`config.mk`:
```
export PLATFORM = sky130hd
export DESIGN_NAME = fetch_stage
export DESIGN_NICKNAME = d
export VERILOG_FILES = /design/src/rtl/fetch_stage_pkg.sv /design/src/rtl/fetch_stage_npc_calc.sv /design/src/rtl/fetch_stage.sv
export SDC_FILE = /design/constraint.sdc
export NUM_CORES = 1
export LEC_CHECK = 0
export CORE_MARGIN = 4
export CORE_UTILIZATION = 54
export CTS_BUF_LIST = sky130_fd_sc_hd__clkbuf_4 sky130_fd_sc_hd__clkbuf_8 sky130_fd_sc_hd__clkbuf_16
export CTS_CLUSTER_SIZE = 10
export DETAILED_ROUTE_END_ITERATION = 10
export GPL_TIMING_DRIVEN = 0
export PLACE_DENSITY = 0.95
export SYNTH_ARGS = -nofsm -noshare
export SYNTH_HDL_FRONTEND = slang
export SYNTH_SLANG_ARGS = --single-unit
export TNS_END_PERCENT = 1
```
`constraint.sdc`:
```
create_clock -name clk -period 5.7 [get_ports clk]
set_clock_uncertainty 0.2 [all_clocks]
set_input_delay 1.14 -clock clk [delete_from_list [all_inputs] [get_ports clk]]
set_output_delay 1.14 -clock clk [all_outputs]
set_load 0.02 [all_outputs]
```
`src/rtl/fetch_stage_pkg.sv`:
```
// rtl/fetch_stage_pkg.sv - shared next-PC select codes, reset PC and nop word for the fetch stage
package fetch_stage_pkg;

  typedef enum logic [1:0] {
    NPC_SEL_PC4 = 2'b00,
    NPC_SEL_BR  = 2'b01,
    NPC_SEL_J   = 2'b10,
    NPC_SEL_JR  = 2'b11
  } npc_sel_e;

  localparam logic [31:0] PC_RESET_DEFAULT = 32'h0000_3000;
  localparam logic [31:0] NOP_WORD         = 32'h0000_0000;

endpackage

```
`src/rtl/fetch_stage_npc_calc.sv`:
```
// rtl/fetch_stage_npc_calc.sv - combinational next-PC mux; redirect targets are formed from id_pc
module npc_calc
  import fetch_stage_pkg::*;
(
  input  logic [1:0]  npc_sel,
  input  logic        branch_cond,
  input  logic [25:0] id_imm26,
  input  logic [31:0] id_rs_fwd,
  input  logic [31:0] if_pc,
  input  logic [31:0] id_pc,
  output logic [31:0] npc
);

  logic [31:0] if_pc4;
  logic [31:0] id_pc4;
  logic [31:0] br_off;

  assign if_pc4 = if_pc + 32'd4;
  assign id_pc4 = id_pc + 32'd4;
  assign br_off = {{14{id_imm26[15]}}, id_imm26[15:0], 2'b00};

  always_comb begin
    npc = if_pc4;
    case (npc_sel_e'(npc_sel))
      NPC_SEL_PC4: npc = if_pc4;
      NPC_SEL_BR:  npc = branch_cond ? (id_pc4 + br_off) : if_pc4;
      NPC_SEL_J:   npc = {id_pc4[31:28], id_imm26, 2'b00};
      NPC_SEL_JR:  npc = id_rs_fwd;
      default:     npc = if_pc4;
    endcase
  end

endmodule

```
`src/rtl/fetch_stage.sv`:
```
// rtl/fetch_stage.sv - IF stage: PC register, next-PC select and IF/ID register
// Optional FETCH_ADDR_CHECK_EN: flag misaligned/out-of-IM fetches and latch a nop instead.
module fetch_stage
  import fetch_stage_pkg::*;
#(
  parameter logic [31:0] PC_RESET = PC_RESET_DEFAULT,
  parameter int          IM_DEPTH = 4096
) (
  input  logic        clk,
  input  logic        reset,
  input  logic        stall,
  input  logic [1:0]  npc_sel,
  input  logic        branch_cond,
  input  logic [25:0] id_imm26,
  input  logic [31:0] id_rs_fwd,
  input  logic [31:0] im_instr,
  output logic [31:0] if_pc,
  output logic [31:0] id_instr,
  output logic [31:0] id_pc,
  output logic [31:0] id_pc8,
  output logic        id_fetch_err
);

  logic [31:0] npc;
  logic        fetch_err;

  npc_calc u_npc_calc (
    .npc_sel     (npc_sel),
    .branch_cond (branch_cond),
    .id_imm26    (id_imm26),
    .id_rs_fwd   (id_rs_fwd),
    .if_pc       (if_pc),
    .id_pc       (id_pc),
    .npc         (npc)
  );

`ifdef FETCH_ADDR_CHECK_EN
  localparam logic [31:0] PC_LIMIT = PC_RESET + (32'(IM_DEPTH) << 2);

  assign fetch_err = (if_pc[1:0] != 2'b00) || (if_pc < PC_RESET) || (if_pc >= PC_LIMIT);
`else
  logic [31:0] unused_im_depth;

  assign unused_im_depth = 32'(IM_DEPTH);
  assign fetch_err       = 1'b0;
`endif

  // The delay-slot word fetched during a redirect is always latched; no flush path exists.
  always_ff @(posedge clk) begin
    if (reset) begin
      if_pc        <= PC_RESET;
      id_instr     <= NOP_WORD;
      id_pc        <= PC_RESET;
      id_pc8       <= PC_RESET + 32'd8;
      id_fetch_err <= 1'b0;
    end else if (!stall) begin
      if_pc        <= npc;
      id_pc        <= if_pc;
      id_pc8       <= if_pc + 32'd8;
      id_instr     <= fetch_err ? NOP_WORD : im_instr;
      id_fetch_err <= fetch_err;
    end
  end

endmodule

```
Fig. 1: run 1, clock wires, drivers and flops
(3 px per um)
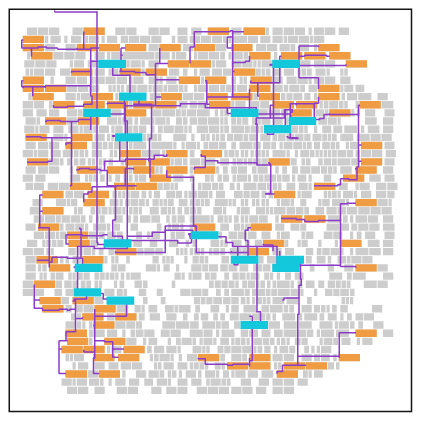
[cells driving clock nets] cyan | count: 17
[clock wires] purple | length: 1,800 um
[flip-flops] orange | count: 125
flops lie: spread over the die
clock-net power: 1100 uW
insertion delay of the later-clocked pin in the worst-skew pair: 0.43 ns
proportion of power drawn by the clock network: 40.0%

Fig. 2: run 1, sequential cells coloured by netlist name
(2 px per um) Other sequential cells in the stronger grey, the rest of the logic in the fainter grey.
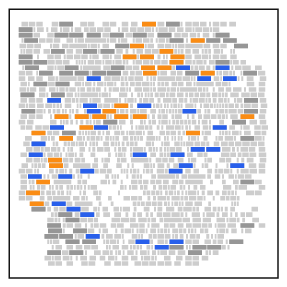
| netlist name | colour | sequential cells |
|---|---|---|
| `if_pc` | blue | 32 |
| `id_pc8` | orange | 29 |
not coloured: 64
sequential fraction of total cell area: 21.6%
share of the core filled with cells: 75.7%

==> results.txt, run 1 <==
Status on the layout run. Pin count of the biggest net entering global routing landed at 19. Average vias per placed instance landed at 6.41. The flow ran to the end, and the final reports show no timing, DRC or antenna violations. The area growth from synthesis to layout is 36.1%. Counting along the longest clock path gives a buffer depth of 2. Number of buffers inserted to repair setup after CTS landed at 0.

After detailed routing, the met2 layer carries 14,800 um of wire. Met1 track demand over resource in global routing landed at 44.8%. STA shows the worst min-delay path finishing at id_pc8[12]$_SDFFE_PP1N_. In this run the most used layer during global routing was met2. In the setup report, the worst path falls into the class flop to flop. Count of yosys warnings during synthesis landed at 0. Number of filler instances in the final layout landed at 1,085. Part of the cycle the worst path needs landed at 86.7%.

Power consumption landed at 2750 uW. The worst setup path is captured at a flop. CTS added clock buffers totalling 17. Sequential elements use 29.4% of the synthesized area.

Part of the total power dissipated in combinational logic landed at 24.5%. met3 track demand over resource after global routing is 11.1%. Maximum ir drop on the vdd rail landed at 0.207 mV. Per the post-place timing report, worst setup slack is 0.701 ns. Worst hold slack landed at 0.288 ns. Area of all placed cells without fillers landed at 11,600 um^2. Summed over all nets, the half-perimeter wirelength after detailed placement is 25,200 um. The power report puts the leakage power at 0.00447 uW. Number of logic stages on the critical path including buffering landed at 15. Core region area landed at 15,300 um^2.

The number of global-route vias before repair is 9,604. For this design, the slowest cell found on the critical path is sky130_fd_sc_hd__nor2_1. Sequential group power landed at 980 uW. Synthesized instance count landed at 1,095. Number of port buffers landed at 222. Power in combinational cells landed at 674 uW. The synthesized netlist occupies a cell area of 8520 um^2. Post-CTS repair ended up resizing 0 cells. Yosys synthesis chip area landed at 8520 um^2.

Per report_power, the top consumer among the power groups is the clock network. Number of cells traversed by the worst register-to-register path landed at 15. The launch point of the worst register-to-register path is recorded as id_pc[2]$_SDFFE_PP0N_.

The worst setup path is launched from a flop. Sink count of the clock tree landed at 125. Headroom to the max-slew limit came out at 31.5%.

The final timing report lists a max-slew violation count of 0. Area of placed instances landed at 11,000 um^2. The synthesized design spends more area on one cell type than any other, namely sky130_fd_sc_hd__dfxtp_1.

For this block, the initial DRC count from the detailed router was 1,406. After floorplanning, the core was divided into 45 placement rows. Number of placed instances, taps included landed at 1,528. Number of cells in the finished layout apart from fillers landed at 1,560. Net switching fraction of the power landed at 33.0%. By count the netlist is led by sky130_fd_sc_hd__nor2_1 (167), sky130_fd_sc_hd__dfxtp_1 (125), sky130_fd_sc_hd__nand2_1 (104). Floorplan net count landed at 1,228. Per the gpl log, the routability congestion estimate is 1.01. Leftover overflow at the end of global routing landed at 0. The layout report lists the multi-input gate area as 5590 um^2. Sorting the synthesized cells by area gives the leading types as sky130_fd_sc_hd__dfxtp_1 (29%), sky130_fd_sc_hd__mux2i_1 (8.2%), sky130_fd_sc_hd__nor2_1 (7.4%), sky130_fd_sc_hd__xnor2_1 (6.6%), sky130_fd_sc_hd__ha_1 (5.3%). Height of the chip landed at 134 um. The script computed a power per unit cell area of 238 nW/um^2.

Area enclosed by the die boundary landed at 17,800 um^2. Cell count in the Yosys report landed at 1,095. Leaving out fill and tap cells, the most frequent cell in the layout is sky130_fd_sc_hd__clkdlybuf4s50_1. The script reports the combined buffer and inverter count of the critical path as 0. The launch point of the worst min-delay path is recorded as id_pc8[12]$_SDFFE_PP1N_.

The first TritonRoute pass finished after 10 iterations. Setup slack on the worst reg-to-reg path comes out at 0.76 ns. Worst hold path cell count landed at 2.

Least setup slack across all paths after layout landed at 0.757 ns. For the worst setup path, the data arrival time is 5.01 ns. Share of total power in sequential cells landed at 35.6%. 225 I/O pins were placed.

Synthesis-stage register bit count landed at 125. The post-synth count of flops with an enable pin is 0. On the worst setup and hold paths after CTS, the clock-pin slew comes to 0.06 ns. Of the cells placed in the final design, the portion with a size suffix greater than 1 is 6.15%. The worst register-to-register path ends at if_pc[23]$_SDFFE_PP0N_. From left edge to right edge, the die measures 134 um. The number of antenna violations at the first check in global routing was 0. At the worst endpoint, the required time is 5.76 ns. The global routing report lists met2 layer usage as 57.4%. The detailed router put a total of 12,600 um of wire on met1. Post-synth the commonest register cell is sky130_fd_sc_hd__dfxtp_1. Switching power landed at 910 uW. The first global-routing pass estimated 52,200 um of wire. The most critical min-delay path falls under flop to flop.
Fig. 3: run 1, routed metal, one colour a layer
(2 px per um)
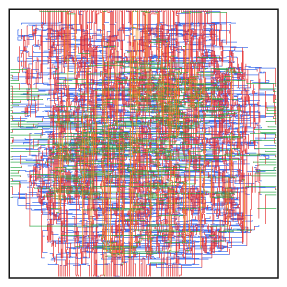
| layer | colour | wire length |
|---|---|---|
| met1 | blue | 12,600 um |
| met2 | red | 14,800 um |
| met3 | green | 4,250 um |
| met4 | orange | 2,520 um |
drt wl/cell: 21.9 um
routed via count: 9,993
total routed wirelength: 34,200 um
GRT Util Overall: 37.0%

-- run 1: cell type report --
type | instances | area share, %
Buffer | 74 | 2.63
Clock buffer | 18 | 3.79
Clock inverter | 14 | 1.26
Inverter | 31 | 1.00
Multi-Input combinational cell | 865 | 48.3
Sequential cell | 125 | 21.6
Tap cell | 211 | 2.28
Timing Repair Buffer | 222 | 19.2
-- run 1: cell families after synthesis --
kind of cell / Yosys count / synth area share (%)
muxes: 87 / 10.5
DFF: 125 / 29.4
buffers and inverters: 105 / 4.95
other: 1 / 0.0440
adders and majority gates: 37 / 5.52
and+or+nand+nor: 417 / 22.6
xor gates and xnor gates: 86 / 8.85
AOI/OAI and AO/OA: 237 / 18.2
==> inputs of run 2 (changes only) <==
Settings changed: CORE_MARGIN 4 to not set.
Fig. 4: run 2, routing congestion map
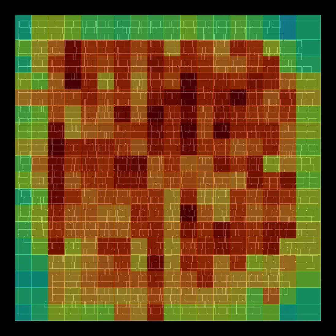
met3 Usage GRT: 12.5%
global routing usage on met2: 65.7%
met1 track demand over resource in global routing: 50.5%
share of the core filled with cells: 75.8%
GRT Util Overall: 41.9%

==> results.txt, run 2 <==
Status on the layout run. The area enclosed by the die boundary was 16,300 um^2 (-8.8%). The startpoint identified for the worst hold timing path is id_pc8[12]$_SDFFE_PP1N_. Net switching fraction of the power landed at 32.8% (-0.28 points).

The post-synthesis simple-gate area fraction came to 22.6% (unchanged). The worst setup path is captured at a flop. CTS built an H-tree with a depth of 4.

Pre-placement core utilization landed at 55.6%. Average vias per placed instance landed at 6.44 (+0.47%). The run finished with clean final reports.

The xor/xnor share of the synthesized area was 8.85% (unchanged). For this design, the slowest cell found on the critical path is sky130_fd_sc_hd__dfxtp_1. The clock-net power was 1140 uW (+4%).

The count of yosys warnings during synthesis was 0 (unchanged). Synthesis-stage register bit count landed at 125 (unchanged). The synthesis report names the predominant flop master as sky130_fd_sc_hd__dfxtp_1. Estimated wirelength of the detail-placed design landed at 25,000 um (-0.85%). The number of buffers inserted to repair setup after CTS is 0 (unchanged). The kind of cell with the highest combined delay along the critical path is simple AND/OR/NAND/NOR gates. Part of the cycle the worst path needs landed at 86.4% (-0.29 points).

The most common logic cells in the final layout are sky130_fd_sc_hd__clkdlybuf4s50_1 (222), sky130_fd_sc_hd__nor2_1 (167), sky130_fd_sc_hd__dfxtp_1 (125), sky130_fd_sc_hd__nand2_1 (104), sky130_fd_sc_hd__a21oi_1 (86). Per STA, the endpoint of the critical path is if_pc[23]$_SDFFE_PP0N_. First-iteration detailed-routing DRC count landed at 1,341 (-4.6%). The cell sitting at the root of the clock tree is a sky130_fd_sc_hd__clkbuf_16. The largest buffer count on any clock path was 2 (unchanged). Die boundary width landed at 128 um (-4.5%). Number of placed instances, taps included landed at 1,528 (unchanged). The synthesized-area fraction occupied by ao, oa, aoi and oai cells is 18.2% (unchanged). The post-synthesis share of cell area spent on full adders, half adders and majority gates came to 5.52% (unchanged). The signal on the critical path passes through ha_1, nand3_1, nor2_1, and3_1, nand2_1, xnor2_1, ha_1, clkbuf_1, o21ai_0, o211ai_1, a221o_1, or3_4, o211ai_2, xnor2_1, a2111oi_0, nor4_1. The routed layout reports a DRC error count of 0.

In this run the critical register-to-register path is captured at if_pc[23]$_SDFFE_PP0N_. The fraction of final layout cells with drive strength greater than 1 came to 6.15% (unchanged). The part of the total power dissipated in combinational logic came to 24.2% (-0.3 points). At the pin with the least slew margin, the transition time is 1.05 ns.

The number of logic stages on the critical path including buffering was 16 (+1). The critical path is of the flop to flop type. The sequential group power was 981 uW (about the same). The number of global-route vias before repair came to 9,570 (-0.35%). STA classifies the critical path startpoint as a flop. In the hold report, the worst path ends at id_pc8[12]$_SDFFE_PP1N_. The highest metal layer carrying signal wires in the routed design is met4. The data arrival at the endpoint of the critical path is 5.01 ns (about the same). The synthesized instance count came to 1,095 (unchanged).

Growth of design area from synthesis to finish landed at 36.3%. First-pass iteration count of the detailed router landed at 6 (-4). Count of boundary I/O pins landed at 225 (unchanged). The most frequently used library cell after synthesis is sky130_fd_sc_hd__nor2_1.

Max-cap check violation count landed at 0. Met2 wirelength from detailed routing landed at 15,200 um (+3.1%). Number of enable flip-flop cells landed at 0 (unchanged). Max-slew violation count landed at 0 (unchanged). Worst max-slew margin expressed relative to the limit landed at 29.9% (-1.6 points). Summed over all failing endpoints, the final setup total negative slack is 0 ns.

Per STA, the startpoint of the critical path is id_pc[2]$_SDFFE_PP0N_. The synthesis run identifies the leading combinational cell family as simple AND/OR/NAND/NOR gates. The data required time at the worst endpoint is 5.78 ns (+0.02 ns). Cell area after synthesis landed at 8520 um^2 (unchanged). Placer's final routability congestion estimate landed at 0.983 (-2.4%).

The share of total power in sequential cells came to 35.1% (-0.5 points). For the worst reg-to-reg path, the startpoint reported by OpenROAD is id_pc[2]$_SDFFE_PP0N_. Ratio of total power to cell area landed at 241 nW/um^2 (+1.3%). The largest registers in the layout are id_instr (32), id_pc (32), if_pc (32).

Total routed wire length on the met1 layer landed at 12,700 um (+0.15%). Yosys synthesis chip area landed at 8520 um^2 (unchanged). Cell internal power was estimated by the tool at 1880 uW. Final hold violation count landed at 0. Cell count in the Yosys report landed at 1,095 (unchanged). In the power breakdown, the biggest contributor is the clock network.

The leftover overflow at the end of global routing is 0 (unchanged). The worst hold slack came to 0.289 ns (+0.000695 ns). Count of unique library cells instantiated by Yosys landed at 71. Number of port buffers landed at 222 (unchanged). The multiplexer fraction of the synthesized cell area is 10.5% (unchanged). Per the GRT log, the top usage layer is met2.

The worst hold path cell count is 2 (unchanged). Leaving out fill and tap cells, the most frequent cell in the layout is sky130_fd_sc_hd__clkdlybuf4s50_1. The path class of the tightest hold or removal check is flop to flop.

The power consumption was 2790 uW (+1.4%). Number of gates resized after cts landed at 0 (unchanged). The placement-stage worst setup slack came to 0.784 ns (+0.0829 ns).

The height of the chip was 128 um (-4.5%). Part of the power in the clock network landed at 40.7% (+0.7 points). The flow reports an fmax of 203 MHz. The static leakage came to 0.00449 uW (+0.54%). Pin count of the biggest net entering global routing landed at 19 (unchanged). Buffer and inverter count on the worst path landed at 1 (+1). Floorplan net count landed at 1,228 (unchanged). Area share of the largest cell type after synthesis landed at 29.4%. After synthesis, the cell types taking the most area are sky130_fd_sc_hd__dfxtp_1 (29%), sky130_fd_sc_hd__mux2i_1 (8.2%), sky130_fd_sc_hd__nor2_1 (7.4%), sky130_fd_sc_hd__xnor2_1 (6.6%), sky130_fd_sc_hd__ha_1 (5.3%). Clock latency on the worst-skew pair landed at 0.43 ns (about the same). Core region area landed at 15,300 um^2 (unchanged). Sink count of the clock tree landed at 125 (unchanged).

Maximum ir drop on the vdd rail landed at 0.210 mV (+1.9%). Least setup slack across all paths after layout landed at 0.774 ns (+0.0167 ns). Number of nets with antenna violations after routing landed at 0. Power in combinational cells landed at 677 uW (about the same). The synthesized design spends more area on one cell type than any other, namely sky130_fd_sc_hd__dfxtp_1.

Clock-pin transition on the worst setup and hold timing paths landed at 0.06 ns (about the same). The area of placed instances was 11,000 um^2 (unchanged). The setup slack on the worst flop-to-flop path was 0.77 ns (+0.02 ns).

The wire length of the first global-routing pass came to 52,000 um (-0.29%). Via total after detailed routing landed at 10,000 (+0.47%). Final wirelength landed at 34,500 um (+1.1%).

The area of all placed cells without fillers was 11,600 um^2 (+0.14%). Count of endpoints failing setup in the final report landed at 0. The number of core rows came to 45 (unchanged). The number of cells in the finished layout apart from fillers is 1,560 (unchanged).

Number of buffers created by CTS landed at 17 (unchanged). Switching power landed at 915 uW (+0.56%). Routed wirelength normalized by instance count landed at 22.1 um (+1.1%).

The number of antenna violations at the first check in global routing came to 1 (+1). In the synthesized netlist, the cells that appear most often are sky130_fd_sc_hd__nor2_1 (167), sky130_fd_sc_hd__dfxtp_1 (125), sky130_fd_sc_hd__nand2_1 (104). 0 antenna diodes ended up in the layout.

The number of cells traversed by the worst register-to-register path is 16 (+1). Post-cts hold-fix buffer tally landed at 0. Counting I/O delays and the setup requirement, the final critical path takes 4.93 ns.

The share of synthesized area occupied by flip-flops and latches is 29.4% (unchanged).
==> run 2: cell counts after synthesis <==
No cell type changed its count.
==> run 2: layout make-up <==
class                   instances  area [um^2]
repair buffers                222         2220
clock inverters                15          176
fillers                      1137         3710
flip-flops and latches        125         2500
inverters                      31          116
multi-input cells             865         5590
well taps                     211          264
clock buffers                  17          425
plain buffers                  74          305
==> run 2: kinds of logic (layout without fill, tap and decap cells) <==
group,Yosys count,in the layout
AND-OR/OR-AND,237,237
XOR/XNOR,86,86
adder cells (fa/ha/maj),37,37
buffers and inverters,105,359
flip-flops,125,125
multiplexers,87,87
other,1,1
AND/OR/NAND/NOR,417,417
Power figures rest on the tool's default switching activity, not on a simulated workload.
